Design poly_tone_synth, sky130hd; sources not shown.
Figure 1. I/O nets highlighted (run 1).
Scale: 1.5 px per um.
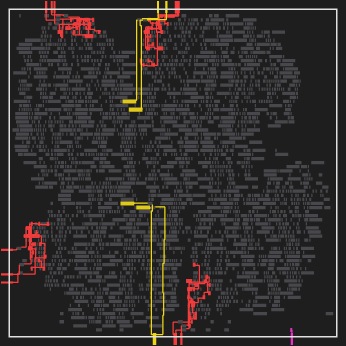
[note] red | direction: input | end cells: 94 | buffers: 12 | wire: 851 um
[NC] magenta | direction: output | end cells: 1 | buffers: 0 | wire: 3.60 um
[voice_active] yellow | direction: output | end cells: 4 | buffers: 4 | wire: 352 um
Port Buffers: 31
top-level port count: 34

Figure 2. Signal wires on met2 (run 1).
Scale: 1.5 px per um. Cells faint in the background.
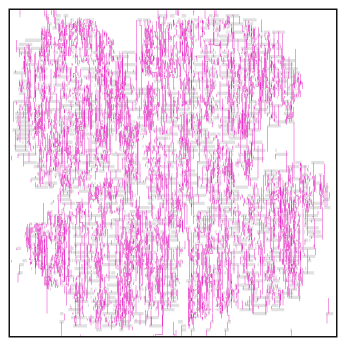
main direction: vertical
wire length on this layer: 23.2 mm
longest straight run: 55.5 um
nets with wire on the layer: 2499
share of all routed wire: 48%
DRT Wirelength: 48600 um
fraction of met2 tracks used by global routing: 0.359
detailed-route via count: 18852

Figure 3. The clock network (run 1).
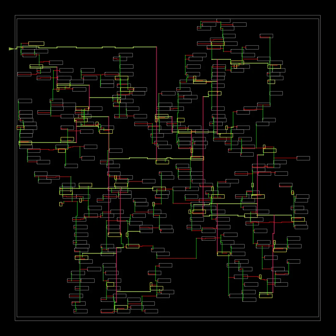
number of clock buffers in the layout: 58
Seq cells: 277
Clock Skew: 0.0102 ns
clk pwr: 0.00284 W

==> results.json, run 1 <==
{
  "outcome": "finished clean",
  "synth_area_leaders": "sky130_fd_sc_hd__dfrtp_1 22%, sky130_fd_sc_hd__nand2_1 13%, sky130_fd_sc_hd__dfstp_2 12%",
  "grt_max_degree": 89,
  "synth_largest_type_area_fraction": 0.217,
  "initCoreUtil": 0.458,
  "synth.net_count": 3160,
  "drv_slew": 0,
  "critical_path_class": "register to register",
  "yosysTopAreaCell": "sky130_fd_sc_hd__dfrtp_1",
  "postSynthCellCount": 2972,
  "holdCritPathClass": "input port to async pin",
  "ff2ff_path_depth": 19,
  "finalSetupTns_ns": 0,
  "cts_tree": "done",
  "post_cts.repair.setup_buffers": 0,
  "layout.cells.most_common": "sky130_fd_sc_hd__nand2_1",
  "critical-path-top-cell-by-count": "sky130_fd_sc_hd__nand2_1",
  "clkLatencyLatePin_ns": 0.53,
  "synth.avg_cell_area_um2": 7.02,
  "tightest_slew_ns": 0.736,
  "grt_setup_unrepaired": "false",
  "largest_register_ffs": 128,
  "power.ir.vdd_worst_v": 0.000294,
  "die_area_um2": 47200,
  "post-place-ws_ns": 0.615,
  "slew_headroom": 0.509,
  "drt_pass_1_iters": 7,
  "worstSetupPathDepth": 19,
  "cts_max_path_buffers": 3,
  "layout.cells.non_filler": 3582,
  "hpwl_um": 37000,
  "insertedDiodeCount": 0,
  "post-place-cells": 3518,
  "crit_path_cell_trace": "nand2_1 -> inv_1 -> ha_1 -> inv_1 -> fa_1 -> o21ai_0 -> inv_1 -> fa_1 -> xor2_1 -> o21ai_0 -> ha_1 -> nand2_1 -> nand3_1 -> nand2_1 -> a21oi_1 -> nand3_1 -> nand2_1 -> nand3_1 -> o21ai_0",
  "post_cts.resized_instances": 0,
  "yosys.stat.seqShare": 0.338,
  "syn_area_um2": 20900,
  "grt_util_all_layers": 0.212,
  "grt_first_pass_wirelength_um": 85100,
  "warning_count": 31,
  "cts_inserted_buffers": 36,
  "critPathRequiredTime_ns": 4.69,
  "cp_slowest_stage_delay_ns": 0.44,
  "yosys_most_used_dff": "sky130_fd_sc_hd__dfrtp_1",
  "gp_routability_congestion": 0.952,
  "num_rows": 78,
  "critPathCaptureType": "register",
  "setup_ws_ns": 0.607,
  "area.growth.synth_to_final_pct": 8.70,
  "synth_cell_type_count": 48,
  "synth.ff_latch_count": 277,
  "grt_overflow_total": 0,
  "finalCritPeriodShare": 0.859,
  "yosys-stat-cells": 2972,
  "finalSetupViolCount": 0,
  "coreArea_um2": 45600,
  "cts.sink_count": 277,
  "timing.final.hold_violations": 0,
  "finalWorstPathRequiredPeriod_ns": 3.69,
  "leakage_nw": 11.0,
  "maxCapViolCount": 0,
  "critPathArrivalTime_ns": 4.09
}
-- run 1: layout make-up --
class,count,area (um^2)
clock buffer,58,1050
tap,600,751
multi-input combinational,2224,11900
inverter,369,1390
fill,4469,22900
sequential,277,7050
timing repair buffer,48,468
clock inverter,6,55.1
-- run 1: power by group --
part / switching (W) / total (W) / internal [W]
registers: 0.000208 / 0.00309 / 0.00289
logic: 0.000886 / 0.00140 / 0.000512
clock network: 0.00111 / 0.00284 / 0.00173
total: 0.00221 / 0.00733 / 0.00513
-- run 1: routing by layer --
metal  share of wire  wire (um)  GRT usage
met4           0.024       1160     0.0657
met2            0.48      23200      0.359
met5               0          0          0
met3           0.032       1550     0.0250
met1            0.47      22700      0.282
-- run 1: cell usage after synthesis (all sizes together), types with 4 or more instances --
cell type / number
ha: 159
o21ai: 181
nand2: 719
nand3b: 4
clkinv: 4
nor2: 335
buf: 62
xnor2: 32
o22ai: 5
nor3: 100
a31oi: 7
xor2: 79
nor4: 16
a21oi: 93
nand4: 59
or2: 13
a21o: 8
o21a: 7
clkbuf: 40
dfstp: 96
o211ai: 10
dfrtp: 181
inv: 365
nand3: 371
mux2i: 7
-- run 1: metrics by stage --
stage	hold slack, ns	cell area, um^2	total power [W]	util
2_1_floorplan	0.421	20900	0.00413	-
3_3_place_gp	0.444	21600	0.00446	0.473
3_5_place_dp	0.450	21600	0.00453	0.473
4_1_cts	0.328	22700	0.00742	0.498
5_1_grt	0.357	22700	0.00782	0.498
6_report	0.306	22700	0.00733	0.498
-- run 1: cell families after synthesis --
group,count (synthesis),share of synthesized area
AND-OR/OR-AND,319,0.0816
XOR/XNOR,111,0.0466
adder cells (fa/ha/maj),162,0.0982
buffers and inverters,471,0.0913
flip-flops,277,0.338
multiplexers,7,0.00336
other,2,0.000360
AND/OR/NAND/NOR,1623,0.341
==> run 2: changes to the inputs <==
--- a/config.mk
+++ b/config.mk
@@ -6,6 +6,7 @@
 export NUM_CORES = 1
 export LEC_CHECK = 0
 export ABC_AREA = 1
+export ABC_CLOCK_PERIOD_IN_PS = 4300
 export CORE_UTILIZATION = 45
 export DETAILED_ROUTE_END_ITERATION = 10
 export PLACE_DENSITY_LB_ADDON = 0.3
Figure 4. The clock network (run 2).
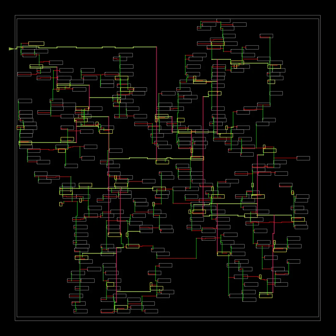
clk sink count: 277
number of buffers created by CTS: 36
clock network latency to the later pin of the worst-skew pair: 0.53 ns

Figure 5. Signal wires on met2 (run 2).
Scale: 1.5 px per um. Cells faint in the background.
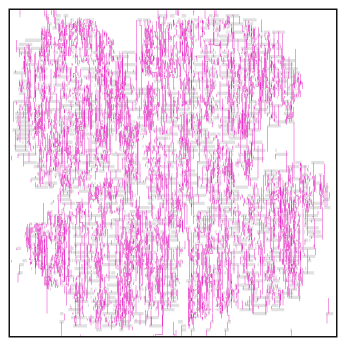
share of all routed wire: 48%
main direction: vertical
nets with wire on the layer: 2499
wire length on this layer: 23.2 mm
longest straight run: 55.5 um

==> run 2 against run 1 <==
  * Clock skew unchanged
  * Via count unchanged
  * Clock power is essentially flat
  * Sequential power barely moved
  * Area after synthesis unchanged
  * Maximum frequency is the same
  * Non-clock buffer count stayed put
  * Largest cell class unchanged
==> results.json, run 2 <==
{
  "hold_ws_ns": 0.306,
  "synth_area_leaders": "sky130_fd_sc_hd__dfrtp_1 22%, sky130_fd_sc_hd__nand2_1 13%, sky130_fd_sc_hd__dfstp_2 12%",
  "cts_max_path_buffers": 3,
  "synth.ff_latch_count": 277,
  "die_width_um": 217,
  "share_seq_of_total_power": 0.422,
  "ff2ff_setup_slack_ns": 0.61,
  "share_clk_of_total_power": 0.387,
  "critPathArrivalTime_ns": 4.09,
  "grt_util_all_layers": 0.212,
  "p_comb_frac": 0.191,
  "layout.cells.most_common": "sky130_fd_sc_hd__nand2_1",
  "yosys_most_used_dff": "sky130_fd_sc_hd__dfrtp_1",
  "post_cts.repair.setup_buffers": 0,
  "critical-path-top-cell-by-count": "sky130_fd_sc_hd__nand2_1",
  "warning_count": 31,
  "coreArea_um2": 45600,
  "crit_path_cell_trace": "nand2_1 -> inv_1 -> ha_1 -> inv_1 -> fa_1 -> o21ai_0 -> inv_1 -> fa_1 -> xor2_1 -> o21ai_0 -> ha_1 -> nand2_1 -> nand3_1 -> nand2_1 -> a21oi_1 -> nand3_1 -> nand2_1 -> nand3_1 -> o21ai_0",
  "drc": 0,
  "tightest_slew_ns": 0.736,
  "route.final.wire_length_um": 48600,
  "largest_register_ffs": 128,
  "via_count_of_the_first_global_routing_pass": 18301,
  "synth-async-reset-ratio": 1.00,
  "hpwl_um": 37000,
  "antenna_found_initial": 0,
  "io_pins": 34,
  "htreeDepth": 2,
  "vias": 18852,
  "switching_power_w": 0.00221,
  "slew_headroom": 0.509,
  "area.growth.synth_to_final_pct": 8.70,
  "p_sw_frac": 0.301,
  "number_of_flops_mapped_to_enable_cells_by_yosys": 0,
  "leakage_nw": 11.0,
  "maxClockFrequency_mhz": 271,
  "grt_max_degree": 89,
  "finalCritPeriodShare": 0.859,
  "nets_finish": 3144,
  "yosysChipArea_um2": 20900,
  "die_area_um2": 47200,
  "cts-hold-fix-buffers": 0,
  "timing.final.hold_violations": 0,
  "grt_overflow_total": 0,
  "die_h_um": 217,
  "dr.first_iter.drc_count": 1315,
  "finalSetupViolCount": 0,
  "drive_above_1_share": 0.0761,
  "dr_wl_met2_um": 23200,
  "power.ir.vdd_worst_v": 0.000294,
  "power.internal_w": 0.00513,
  "post_drt_via_cell_ratio": 5.26,
  "critical_path_class": "register to register",
  "io_buffer_count": 31,
  "cp_slowest_stage_delay_ns": 0.44,
  "num_rows": 78,
  "worst_setup_hold_path_clk_slew_ns": 0.06,
  "worst-path-max-fanout": 7,
  "yosysTopAreaCell": "sky130_fd_sc_hd__dfrtp_1",
  "grt_setup_unrepaired": "false",
  "holdCritPathClass": "input port to async pin",
  "dr.max_layer_used": "met4",
  "grt_first_pass_wirelength_um": 85100,
  "maxCapViolCount": 0,
  "outcome": "finished clean",
  "gp_routability_congestion": 0.952,
  "finalWorstPathRequiredPeriod_ns": 3.69,
  "critical_path.startpoint_type": "register",
  "critPathRequiredTime_ns": 4.69,
  "synth_largest_type_area_fraction": 0.217,
  "layout_top_cells": "704 x sky130_fd_sc_hd__nand2_1, 371 x sky130_fd_sc_hd__nand3_1, 345 x sky130_fd_sc_hd__inv_1, 320 x sky130_fd_sc_hd__nor2_1, 181 x sky130_fd_sc_hd__dfrtp_1",
  "postSynthCellCount": 2972,
  "syn_area_um2": 20900,
  "clockRootBuffer": "sky130_fd_sc_hd__clkbuf_16",
  "synth_cell_type_count": 48,
  "synth.net_count": 3160,
  "ff2ff_path_depth": 19,
  "synth.most_common_cell": "sky130_fd_sc_hd__nand2_1",
  "insertedDiodeCount": 0,
  "critPathCaptureType": "register",
  "drt_pass_1_iters": 7,
  "synthesis.yosys.warnings": 0,
  "initCoreUtil": 0.458,
  "yosys-stat-cells": 2972,
  "power.density_nw_per_um2": 323,
  "ant_nets": 0,
  "yosys-top-cells-count": "704 x sky130_fd_sc_hd__nand2_1, 371 x sky130_fd_sc_hd__nand3_1, 345 x sky130_fd_sc_hd__inv_1",
  "finalSetupTns_ns": 0,
  "met3_wirelength_um": 1550,
  "critPathSlowestCell": "sky130_fd_sc_hd__dfrtp_1",
  "cts_tree": "done",
  "wl_met1_um": 22700,
  "final_routed_wire_length_divided_by_cell_count_um": 13.6,
  "yosys.stat.seqShare": 0.338,
  "post_cts.resized_instances": 0,
  "worst_clock_skew_ns": 0.0102,
  "synth.avg_cell_area_um2": 7.02,
  "drv_slew": 0
}
run 2: cell counts in the layout (fill, tap and decap cells not counted):
Identical to the previous run, type by type.
run 2: routing by layer:
metal | up-vias | track usage
met5 | - | 0
met4 | 0 | 0.0657
met3 | 84 | 0.0250
met2 | 316 | 0.359
met1 | 8764 | 0.282
li1 | 9688 | -
run 2: final cells by class:
| type | instances | area (um^2) |
|---|---|---|
| Clock inverter | 6 | 55.1 |
| Sequential cell | 277 | 7050 |
| Multi-Input combinational cell | 2224 | 11900 |
| Clock buffer | 58 | 1050 |
| Fill cell | 4469 | 22900 |
| Timing Repair Buffer | 48 | 468 |
| Inverter | 369 | 1390 |
| Tap cell | 600 | 751 |
run 2: metrics by stage:
step | power (W) | setup slack (ns) | utilization | cells | cell area [um^2]
after CTS | 0.00742 | 0.595 | 0.498 | 3582 | 22700
after detailed placement | 0.00453 | 0.615 | 0.473 | 3518 | 21600
after global routing | 0.00782 | 0.241 | 0.498 | 3582 | 22700
after floorplan | 0.00413 | 1.07 | - | 2972 | 20900
after global placement | 0.00446 | 0.734 | 0.473 | 3518 | 21600
final | 0.00733 | 0.607 | 0.498 | 3582 | 22700
run 2: cells by family (layout without fill, tap and decap cells):
group	Yosys count	after routing	share of synthesized area
simple gates	1623	1623	0.341
buf+inv	471	481	0.0913
compound gates	319	319	0.0816
flops	277	277	0.338
fa+ha+maj	162	162	0.0982
xor+xnor	111	111	0.0466
mux	7	7	0.00336
other cells	2	2	0.000360
run 2: worst max-delay path, delay by kind of cell (launching register included):
kind            cells  cell delay, ns
simple gates        7            0.59
flops               1            0.44
xor+xnor            1            0.17
buf+inv             3            0.23
fa+ha+maj           4            1.34
compound gates      4            0.77
run 2: power groups by stage:
stage | sequential (W) | combinational [W] | clock [W]
after floorplan | 0.00306 | 0.00107 | 0
after global placement | 0.00313 | 0.00133 | 0
after detailed placement | 0.00313 | 0.00140 | 0
after CTS | 0.00309 | 0.00141 | 0.00292
after global routing | 0.00313 | 0.00166 | 0.00303
final | 0.00309 | 0.00140 | 0.00284
Power is estimated from default activity; no workload was simulated.
